==> src/rtl/branch_history_indexer_if.sv <==
// ---------------------------------------------------------------------------
// branch_history_indexer_if
//
// Purpose : groups the pipeline-side signals of the global-history indexer
//           (Fetch PC, Decode/Execute pipeline control, branch resolution
//           and the index/history outputs) into one bundle.
//
// Modports:
//   master - pipeline/PHT side: drives PC, stall/flush and branch info,
//            receives the indices, mispredict flag and both histories.
//   slave  - the indexer itself: the mirror image of master.
//
// HIST_W must match the HIST_W of the indexer instance it connects to.
// ---------------------------------------------------------------------------
`timescale 1ns/1ps

interface branch_history_indexer_if #(
  parameter int HIST_W = 3
);
  logic [31:0]       PCF;
  logic              stallD;
  logic              flushD;
  logic              flushE;
  logic              branchD;
  logic              predTakenD;
  logic              branchE;
  logic              branchTakenE;
  logic              branchPredictedE;
  logic [HIST_W-1:0] phtIdxF;
  logic [HIST_W-1:0] PHTinpId;
  logic              mispredictE;
  logic [HIST_W-1:0] specHist;
  logic [HIST_W-1:0] commitHist;

  modport master (
    output PCF, stallD, flushD, flushE, branchD, predTakenD,
           branchE, branchTakenE, branchPredictedE,
    input  phtIdxF, PHTinpId, mispredictE, specHist, commitHist
  );

  modport slave (
    input  PCF, stallD, flushD, flushE, branchD, predTakenD,
           branchE, branchTakenE, branchPredictedE,
    output phtIdxF, PHTinpId, mispredictE, specHist, commitHist
  );
endinterface

==> src/rtl/branch_history_indexer.sv <==
// ---------------------------------------------------------------------------
// branch_history_indexer
//
// Purpose : gshare index generator for an 8-entry pattern history table.
//           Keeps a speculative and a committed global history register,
//           forms the Fetch lookup index (PC bits XOR speculative history),
//           and carries that index through Decode to Execute so the PHT
//           update writes the same entry that produced the prediction.
//           An Execute misprediction rebuilds the speculative history from
//           the committed history plus the resolved outcome.
//
// Parameters:
//   HIST_W - history / index width (must match the PHT index width)
//   PC_LSB - lowest PC bit folded into the index
//
// Ports:
//   clk   - rising-edge clock
//   reset - asynchronous, active-low reset
//   bus   - slave side of branch_history_indexer_if
//           in : PCF, stallD, flushD, flushE, branchD, predTakenD,
//                branchE, branchTakenE, branchPredictedE
//           out: phtIdxF, PHTinpId, mispredictE, specHist, commitHist
// ---------------------------------------------------------------------------
`timescale 1ns/1ps

module branch_history_indexer #(
  parameter int HIST_W = 3,
  parameter int PC_LSB = 2
) (
  input  logic                      clk,
  input  logic                      reset,
  branch_history_indexer_if.slave   bus
);

  logic [HIST_W-1:0] specHist;
  logic [HIST_W-1:0] commitHist;
  logic [HIST_W-1:0] idxD;
  logic [HIST_W-1:0] idxE;
  logic              validD;
  logic              validE;

  logic [HIST_W-1:0] phtIdxF;
  logic              mispredictE;
  logic              commitEn;
  logic              specEn;

  // PC bits outside the index window do not take part in the hash.
  logic              unusedPcBits;
  assign unusedPcBits = ^{bus.PCF[31:PC_LSB+HIST_W], bus.PCF[PC_LSB-1:0]};

  // Fetch lookup index: purely combinational so the PHT read happens in the
  // same cycle as the PC.
  assign phtIdxF = bus.PCF[PC_LSB +: HIST_W] ^ specHist;

  // Only a live (non-bubble) branch in Execute may resolve or commit.
  assign commitEn    = validE & bus.branchE;
  assign mispredictE = commitEn & (bus.branchTakenE ^ bus.branchPredictedE);

  // A Decode branch shifts its prediction into the speculative history only
  // when it actually advances into Execute this edge.
  assign specEn = validD & bus.branchD & ~bus.stallD & ~bus.flushE;

  // NOTE: non-blocking assignments throughout, so recovery below reads the
  // commitHist value from before this edge, exactly as the committed state
  // stood when the mispredicted branch was fetched-and-resolved.
  always_ff @(posedge clk or negedge reset) begin
    if (!reset) begin
      specHist   <= '0;
      commitHist <= '0;
      idxD       <= '0;
      idxE       <= '0;
      validD     <= 1'b0;
      validE     <= 1'b0;
    end else begin
      // Decode register: stall holds and outranks flush.
      if (!bus.stallD) begin
        if (bus.flushD) begin
          idxD   <= '0;
          validD <= 1'b0;
        end else begin
          idxD   <= phtIdxF;
          validD <= 1'b1;
        end
      end

      // Execute register: a held Decode stage feeds a bubble forward.
      if (bus.flushE || bus.stallD) begin
        idxE   <= '0;
        validE <= 1'b0;
      end else begin
        idxE   <= idxD;
        validE <= validD;
      end

      if (commitEn) begin
        commitHist <= {commitHist[HIST_W-2:0], bus.branchTakenE};
      end

      // Recovery outranks any speculative shift from Decode in the same cycle.
      if (mispredictE) begin
        specHist <= {commitHist[HIST_W-2:0], bus.branchTakenE};
      end else if (specEn) begin
        specHist <= {specHist[HIST_W-2:0], bus.predTakenD};
      end
    end
  end

  assign bus.phtIdxF     = phtIdxF;
  assign bus.PHTinpId    = idxE;
  assign bus.mispredictE = mispredictE;
  assign bus.specHist    = specHist;
  assign bus.commitHist  = commitHist;

endmodule

==> src/flat_wrapper.sv <==
// flat-port wrapper written by rule: the top's interface ports become plain ports
module branch_history_indexer_flat 
#(
  parameter int HIST_W = 3,
  parameter int PC_LSB = 2
)
  (clk, reset, bus_PCF, bus_stallD, bus_flushD, bus_flushE, bus_branchD, bus_predTakenD, bus_branchE, bus_branchTakenE, bus_branchPredictedE, bus_phtIdxF, bus_PHTinpId, bus_mispredictE, bus_specHist, bus_commitHist);
  branch_history_indexer_if #(.HIST_W(HIST_W)) bus_i ();
  input  logic clk;
  input  logic reset;
  input wire logic [$bits(bus_i.PCF)-1:0] bus_PCF;
  input wire logic [$bits(bus_i.stallD)-1:0] bus_stallD;
  input wire logic [$bits(bus_i.flushD)-1:0] bus_flushD;
  input wire logic [$bits(bus_i.flushE)-1:0] bus_flushE;
  input wire logic [$bits(bus_i.branchD)-1:0] bus_branchD;
  input wire logic [$bits(bus_i.predTakenD)-1:0] bus_predTakenD;
  input wire logic [$bits(bus_i.branchE)-1:0] bus_branchE;
  input wire logic [$bits(bus_i.branchTakenE)-1:0] bus_branchTakenE;
  input wire logic [$bits(bus_i.branchPredictedE)-1:0] bus_branchPredictedE;
  output wire logic [$bits(bus_i.phtIdxF)-1:0] bus_phtIdxF;
  output wire logic [$bits(bus_i.PHTinpId)-1:0] bus_PHTinpId;
  output wire logic [$bits(bus_i.mispredictE)-1:0] bus_mispredictE;
  output wire logic [$bits(bus_i.specHist)-1:0] bus_specHist;
  output wire logic [$bits(bus_i.commitHist)-1:0] bus_commitHist;
  assign bus_i.PCF = bus_PCF;
  assign bus_i.stallD = bus_stallD;
  assign bus_i.flushD = bus_flushD;
  assign bus_i.flushE = bus_flushE;
  assign bus_i.branchD = bus_branchD;
  assign bus_i.predTakenD = bus_predTakenD;
  assign bus_i.branchE = bus_branchE;
  assign bus_i.branchTakenE = bus_branchTakenE;
  assign bus_i.branchPredictedE = bus_branchPredictedE;
  assign bus_phtIdxF = bus_i.phtIdxF;
  assign bus_PHTinpId = bus_i.PHTinpId;
  assign bus_mispredictE = bus_i.mispredictE;
  assign bus_specHist = bus_i.specHist;
  assign bus_commitHist = bus_i.commitHist;
  branch_history_indexer #(.HIST_W(HIST_W), .PC_LSB(PC_LSB)) u_core (.clk(clk), .reset(reset), .bus(bus_i));
endmodule
==> config.mk <==
export PLATFORM = sky130hd
export DESIGN_NAME = branch_history_indexer_flat
export DESIGN_NICKNAME = d
export VERILOG_FILES = /design/src/rtl/branch_history_indexer_if.sv /design/src/rtl/branch_history_indexer.sv /design/src/flat_wrapper.sv
export SDC_FILE = /design/constraint.sdc
export NUM_CORES = 1
export LEC_CHECK = 0
export CORE_ASPECT_RATIO = 1.25
export CORE_MARGIN = 2
export CORE_UTILIZATION = 29
export CTS_CLUSTER_SIZE = 24
export DETAILED_ROUTE_END_ITERATION = 7
export GPL_ROUTABILITY_DRIVEN = 0
export GPL_TIMING_DRIVEN = 0
export HOLD_SLACK_MARGIN = 0.12
export PLACE_DENSITY = 0.77
export SYNTH_ARGS = -nofsm -noshare
export SYNTH_HDL_FRONTEND = slang
export SYNTH_SLANG_ARGS = --single-unit
==> constraint.sdc <==
create_clock -name clk -period 1.4 [get_ports clk]
set_input_delay 0.42 -clock clk [delete_from_list [all_inputs] [get_ports clk]]
set_output_delay 0.42 -clock clk [all_outputs]
set_load 0.05 [all_outputs]
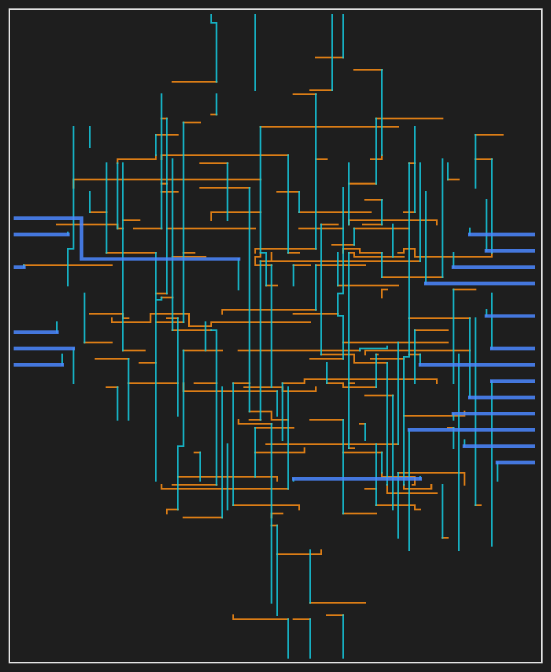
Fig. 1. Routed metal, one color a layer (run 1).
blue -> M3  # wire length 126 µm
orange -> M1  # wire length 478 µm
cyan -> M2  # wire length 676 µm

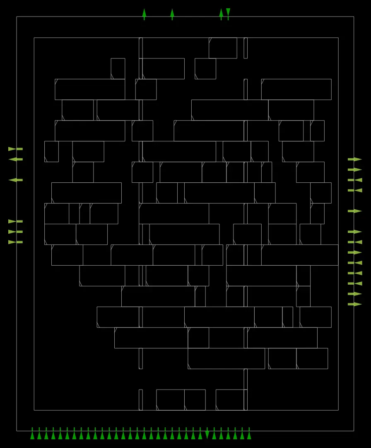
Fig. 2. Cell outlines without signal wires (run 1).
Rows: 18
Core ar.: 0.00196 mm²
tap cells: 20
FFs & Latches: 14

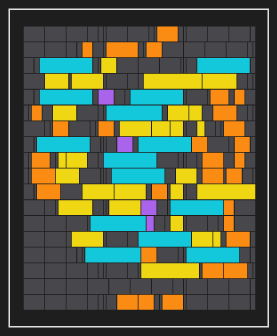
Fig. 3. Cells colored by class (run 1).
Fill, decap, tap and diode cells in gray.
orange -> remaining buffers and delay cells  # cells 30
purple -> clock drivers and dummy loads  # cells 4
cyan -> registers  # cells 14
yellow -> remaining logic cells  # cells 27

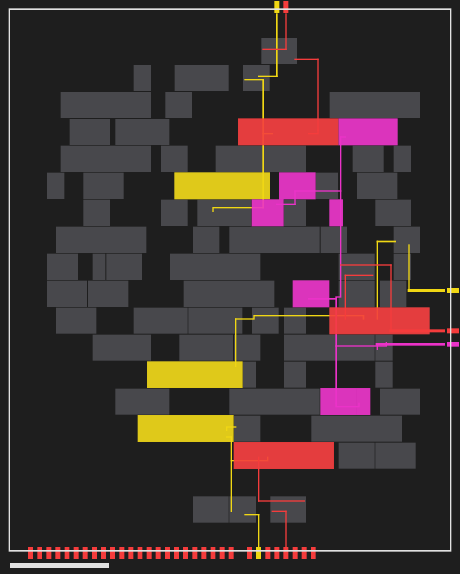
Fig. 4. Port wiring (run 1).
Scale bar: 10 µm.
yellow -> `bus_specHist`  # bits 3, direction output, end cells 3, buffers 3, wire 83.1 µm
magenta -> `bus_stallD`  # bits 1, direction input, end cells 7, buffers 1, wire 53.9 µm
red -> `bus_PCF`  # bits 32, direction input, end cells 3, buffers 3, wire 54.7 µm

==> GITHUB_STEP_SUMMARY, run 1 <==
## Synthesis and layout report

| Metric | Value |
|---|---|
| Mux contribution to synthesized area | `17.8%` |
| Met2 Use GR | `23.3%` |
| Vias/cell | `4.72` |
| Clk sink count | `14` |
| Peak fanout along the critical path | `3` |
| Failing checks | `negative setup slack` |
| Max-slew headroom | `57.1%` |
| Top cells, area | `dfrtp_1, mux2_2, xor2_1` |
| Area leader, netlist | `dfrtp_1` |
| R2R Setup Slk | `0.06 ns` |
| Worst hold path startpoint | `bus_branchTakenE` |
| Synth Area per Inst | `14.4 µm²` |
| Final setup margin | `-0.0811 ns` |
| RR Endpoint | `u_core.bus.specHist[0]` |
| Hold Vio Cnt, Final | `0` |
| Crit share post-route | `106%` |
| Final number of setup-violating endpoints | `4` |
| Post-route minimum period | `1.48 ns` |
| Layout cells sized above 1 | `62.7%` |
| Hold crit path type | `input port to register` |
| Slowest CP cell | `dfrtp_2` |
| Unique cell types | `13` |
| Maximum VDD drop | `1210 µV` |
| Largest net degree at the start of global routing | `15` |
| Crit end category | `output port` |
| I/O pin count | `55` |
| Die area | `0.00242 mm²` |
| Crit path DAT | `1.06 ns` |
| Crit path capture | `bus_phtIdxF[1]` |
| Leakage power | `0.475 nW` |
| Simple-Gate Fraction of Synth Area | `9.75%` |
| Initial antenna violation count | `0` |
| Final Hold Slack | `0.392 ns` |
| Area grow syn2layout | `68.2%` |
| Worst slew pin tran | `0.642 ns` |
| Status | `finished, violations left` |
run 1: layout make-up:
class | instances | share of cell area, %
Multi-Input combinational cell | 26 | 32.6
Tap cell | 20 | 2.52
Inverter | 1 | 0.756
Clock buffer | 4 | 2.64
Sequential cell | 14 | 35.6
Timing Repair Buffer | 30 | 25.8
run 1: cell usage in the layout, fill, tap and decap left out, drive strengths merged:
master / n
a21o: 1
a22o: 3
and2: 4
and4bb: 1
buf: 20
clkbuf: 5
clkdlybuf4s15: 4
clkdlybuf4s50: 3
clkinvlp: 1
dfrtp: 14
dlygate4sd2: 2
mux2: 9
nand2: 1
nand3: 1
nor2: 2
xor2: 4
run 1: power by group:
group / total (mW) / switching [mW] / internal, mW
clock: 0.230 / 0.120 / 0.110
sequential: 0.617 / 0.106 / 0.512
combinational: 1.02 / 0.591 / 0.432
--- run 2 (diff from run 1) ---
- CTS_CLUSTER_DIAMETER: default -> 60
- SLEW_MARGIN: default -> 20
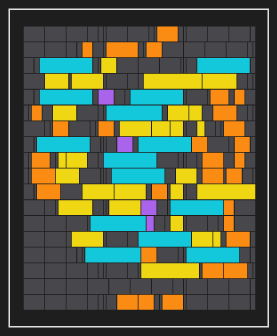
Fig. 5. Cells colored by class (run 2).
Fill, decap, tap and diode cells in gray.
cyan -> registers  # cells 14
orange -> remaining buffers and delay cells  # cells 30
purple -> clock drivers and dummy loads  # cells 4
yellow -> remaining logic cells  # cells 27

==> run 2 against run 1 <==
  * The flow still finishes with violations (negative setup slack)
  * Utilization stayed put
  * Design area stayed put
  * Hold slack stayed put
  * Largest power group unchanged
==> GITHUB_STEP_SUMMARY, run 2 <==
## Synthesis and layout report

| Metric | Value |
|---|---|
| Status | `finished, violations left` |
| Failing checks | `negative setup slack` |
| Rows | `18` |
| Area grow syn2layout | `68.2%` |
| Inverters | `1` |
| Synth Area in Adders | `0%` |
| Top Layout Cells | `dfrtp_1, buf_4, mux2_4, buf_2, buf_6` |
| Post-route DRC | `0` |
| Final setup margin | `-0.0811 ns` |
| Vias/cell | `4.72` |
| Crit share post-route | `106%` |
| Crit path capture | `bus_phtIdxF[1]` |
| Buffers excl. clock | `30` |
| Crit-path max cell delay | `0.45 ns` |
| Worst path bufs/invs | `1` |
| Die Wd | `44.4 µm` |
| Unique cell types | `13` |
| Maximum VDD drop | `1210 µV` |
| CTS Root Cell | `clkbuf_4` |
| Comb/total area | `32.6%` |
| FFs & Latches | `14` |
| Multi-input comb cells | `26` |
| All-Layer GR Usage | `13.2%` |
| Max-slew headroom | `57.1%` |
| Area leader, netlist | `dfrtp_1` |
| Top cell excl fill/tap | `dfrtp_1` |
| EDFF count, synth | `0` |
| Register area | `354 µm²` |
| Largest net degree at the start of global routing | `15` |
| Leakage power | `0.475 nW` |
| Top cells, area | `dfrtp_1, mux2_2, xor2_1` |
| Setup bufs post-CTS | `4` |
| Max Clock Skew | `0.00213 ns` |
| CP startpoint | `u_core.bus.specHist[1]` |
| RR Endpoint | `u_core.bus.specHist[0]` |
| Peak fanout along the critical path | `3` |
| Combinational share of power | `54.7%` |
| Pint | `1.05 mW` |
| Hold Vio Cnt, Final | `0` |
| Top power group | `combinational logic` |
| Final Hold Slack | `0.392 ns` |
| Vert. Die Dim | `54.5 µm` |
| Avg WL per Cell | `13.5 µm` |
| Clock-pin slew on the worst setup and hold paths | `0.08 ns` |
| Uppermost routed layer | `met3` |
| Slowest CP cell | `dfrtp_2` |
| R2R Setup Slk | `0.06 ns` |
| Largest contributor to cell area by class | `flip-flops and latches` |
| Synth Area per Inst | `14.4 µm²` |
| Clock Latency Late Sink | `0.27 ns` |
| Sw frac | `43.6%` |
| Mux contribution to synthesized area | `17.8%` |
| Layout cells sized above 1 | `62.7%` |
| CTS resizes | `103` |
| Clock network power | `0.230 mW` |
| Die area | `0.00242 mm²` |
| ClkCell Share | `2.64%` |
| Seq area share | `35.6%` |
| Final number of setup-violating endpoints | `4` |
| Main synth FF type | `dfrtp_1` |
| Core ar. | `0.00196 mm²` |
| Initial antenna violation count | `0` |
| Reg2Reg Depth | `3` |
| Reg power frac | `33.0%` |
| Worst slew pin tran | `0.642 ns` |
| Tap cells | `20` |
| Post-route minimum period | `1.48 ns` |
| P_seq | `0.617 mW` |
| Clk sink count | `14` |
| Crit end category | `output port` |
| I/O pin count | `55` |
| CTS tree | `done` |
| Clock power share | `12.3%` |
| Met2 Use GR | `23.3%` |
| Met1 WL | `477 µm` |
| Net Sw Power | `0.816 mW` |
| Clock buffer cells | `4` |
| Comb power | `1.02 mW` |
| Data buffer area share | `25.8%` |
| Hold crit path type | `input port to register` |
| Post-Syn Instances | `41` |
| Crit path DAT | `1.06 ns` |
| MI comb area | `324 µm²` |
| Simple-Gate Fraction of Synth Area | `9.75%` |
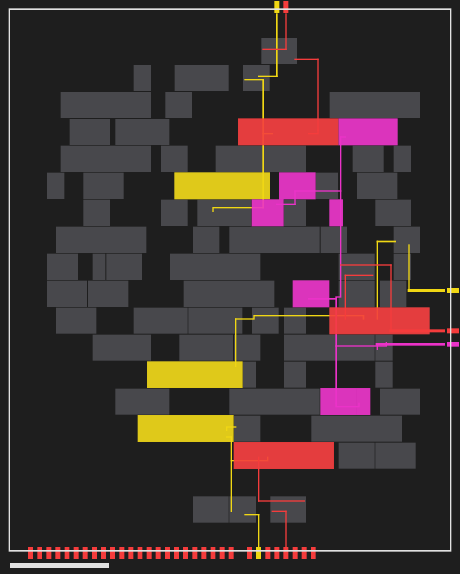
Fig. 6. Port wiring (run 2).
Scale bar: 10 µm.
yellow -> `bus_specHist`  # bits 3, direction output, end cells 3, buffers 3, wire 83.1 µm
red -> `bus_PCF`  # bits 32, direction input, end cells 3, buffers 3, wire 54.7 µm
magenta -> `bus_stallD`  # bits 1, direction input, end cells 7, buffers 1, wire 53.9 µm

==> run 2: cell counts after synthesis <==
Identical to the previous run, type by type.
==> run 2: worst min-delay path by stage <==
stage | startpoint | to
2_1_floorplan | reset | u_core.bus.PHTinpId[0]
3_3_place_gp | u_core.idxD[0] | u_core.bus.PHTinpId[0]
3_5_place_dp | u_core.idxD[2] | u_core.bus.PHTinpId[2]
4_1_cts | bus_branchTakenE | u_core.bus.specHist[0]
5_1_grt | bus_branchTakenE | u_core.bus.specHist[0]
6_report | bus_branchTakenE | u_core.bus.specHist[0]
==> run 2: cell families (layout without fill, tap and decap cells) <==
group / count (synthesis) / after routing
XOR/XNOR: 4 / 4
AND-OR/OR-AND: 4 / 4
multiplexers: 9 / 9
AND/OR/NAND/NOR: 9 / 9
buffers and inverters: 1 / 35
flip-flops: 14 / 14
--- run 3 (diff from run 2) ---
- HOLD_SLACK_MARGIN: 0.12 -> 0.1
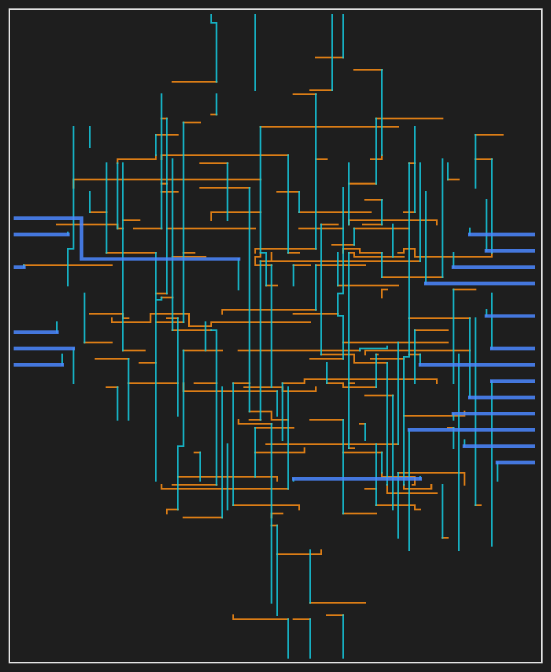
Fig. 7. Routed metal, one color a layer (run 3).
blue -> M3  # wire length 126 µm
cyan -> M2  # wire length 676 µm
orange -> M1  # wire length 478 µm

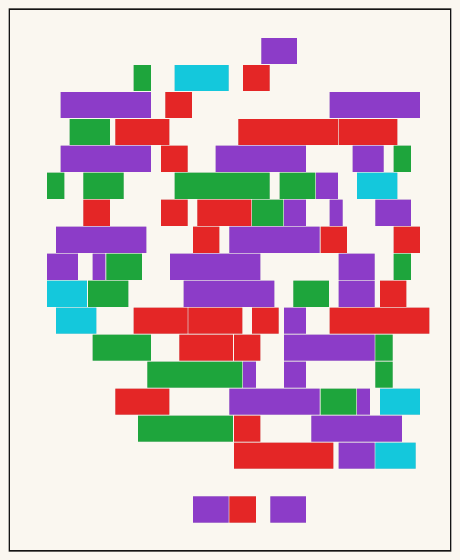
Fig. 8. Drive-strength map (run 3).
green -> x2  # cells 18, share 24%, most used buf_2
cyan -> x6 and larger  # cells 6, share 8.0%, most used buf_6
red -> x3 and x4  # cells 23, share 31%, most used buf_4
purple -> x1 and smaller  # cells 28, share 37%, most used dfrtp_1

==> run 3 against run 2 <==
  * The flow still finishes with violations (negative setup slack)
  * Synthesized area stayed put
  * Routed wire length stayed put
  * Clock skew stayed put
  * Clock power hardly changed
  * Register-to-register slack hardly changed
  * Largest power group unchanged
  * Utilization stayed put
  * Sequential power hardly changed
  * Non-clock buffer count stayed put
  * Via count stayed put
  * Flip-flop count stayed put
==> GITHUB_STEP_SUMMARY, run 3 <==
## Synthesis and layout report

| Metric | Value |
|---|---|
| Status | `finished, violations left` |
| Failing checks | `negative setup slack` |
| Max-slew headroom | `57.1%` |
| Hold Vio Cnt, Final | `0` |
| Vias/cell | `4.72` |
| Peak fanout along the critical path | `3` |
| Final Hold Slack | `0.392 ns` |
| Synth Area per Inst | `14.4 µm²` |
| Die Wd | `44.4 µm` |
| CTS tree | `done` |
| Top cells, area | `dfrtp_1, mux2_2, xor2_1` |
| Post-Syn Instances | `41` |
| R2R Setup Slk | `0.06 ns` |
| All-Layer GR Usage | `13.2%` |
| Largest net degree at the start of global routing | `15` |
| Final number of setup-violating endpoints | `4` |
| Crit path capture | `bus_phtIdxF[1]` |
| Clk sink count | `14` |
| Hold Path Sink | `u_core.bus.specHist[0]` |
| Vert. Die Dim | `54.5 µm` |
| Avg WL per Cell | `13.5 µm` |
| CP startpoint | `u_core.bus.specHist[1]` |
| Met1 WL | `477 µm` |
| Leakage power | `0.475 nW` |
| Area leader, netlist | `dfrtp_1` |
| Core ar. | `0.00196 mm²` |
| Clock-pin slew on the worst setup and hold paths | `0.08 ns` |
| Post-route DRC | `0` |
| Rows | `18` |
| Main synth FF type | `dfrtp_1` |
| Setup bufs post-CTS | `4` |
| Die area | `0.00242 mm²` |
| I/O pin count | `55` |
| Crit end category | `output port` |
| Unique cell types | `13` |
| Crit path DAT | `1.06 ns` |
| Uppermost routed layer | `met3` |
| Clock Latency Late Sink | `0.27 ns` |
| Worst slew pin tran | `0.642 ns` |
| Initial antenna violation count | `0` |
| Reg2Reg Depth | `3` |
| Worst path bufs/invs | `1` |
| Area grow syn2layout | `68.2%` |
| Final setup margin | `-0.0811 ns` |
| EDFF count, synth | `0` |
| Crit share post-route | `106%` |
| CTS Root Cell | `clkbuf_4` |
| Crit-path max cell delay | `0.45 ns` |
| RR Endpoint | `u_core.bus.specHist[0]` |
| Met2 Use GR | `23.3%` |
| Maximum VDD drop | `1210 µV` |
| Slowest CP cell | `dfrtp_2` |
==> run 3: final cells by class <==
class	instances	area, µm²
Fill cell	182	966
Sequential cell	14	354
Multi-Input combinational cell	26	324
Timing Repair Buffer	30	256
Clock buffer	4	26.3
Tap cell	20	25.0
Inverter	1	7.51
==> run 3: logic make-up (layout without fill, tap and decap cells) <==
logic type / Yosys count / in the layout / synth area share, %
buffers and inverters: 1 / 35 / 0.635
and+or+nand+nor: 9 / 9 / 9.74
muxes: 9 / 9 / 17.8
xor gates and xnor gates: 4 / 4 / 5.93
DFF: 14 / 14 / 59.3
AOI/OAI and AO/OA: 4 / 4 / 6.57
==> run 3: power breakdown <==
group	leakage [nW]	switching, mW	internal, mW
Sequential	0.177	0.106	0.512
Combinational	0.283	0.591	0.432
Clock	0.0150	0.120	0.110
Total	0.475	0.816	1.05
No activity file was given, so power comes from the tool's default toggle rates.
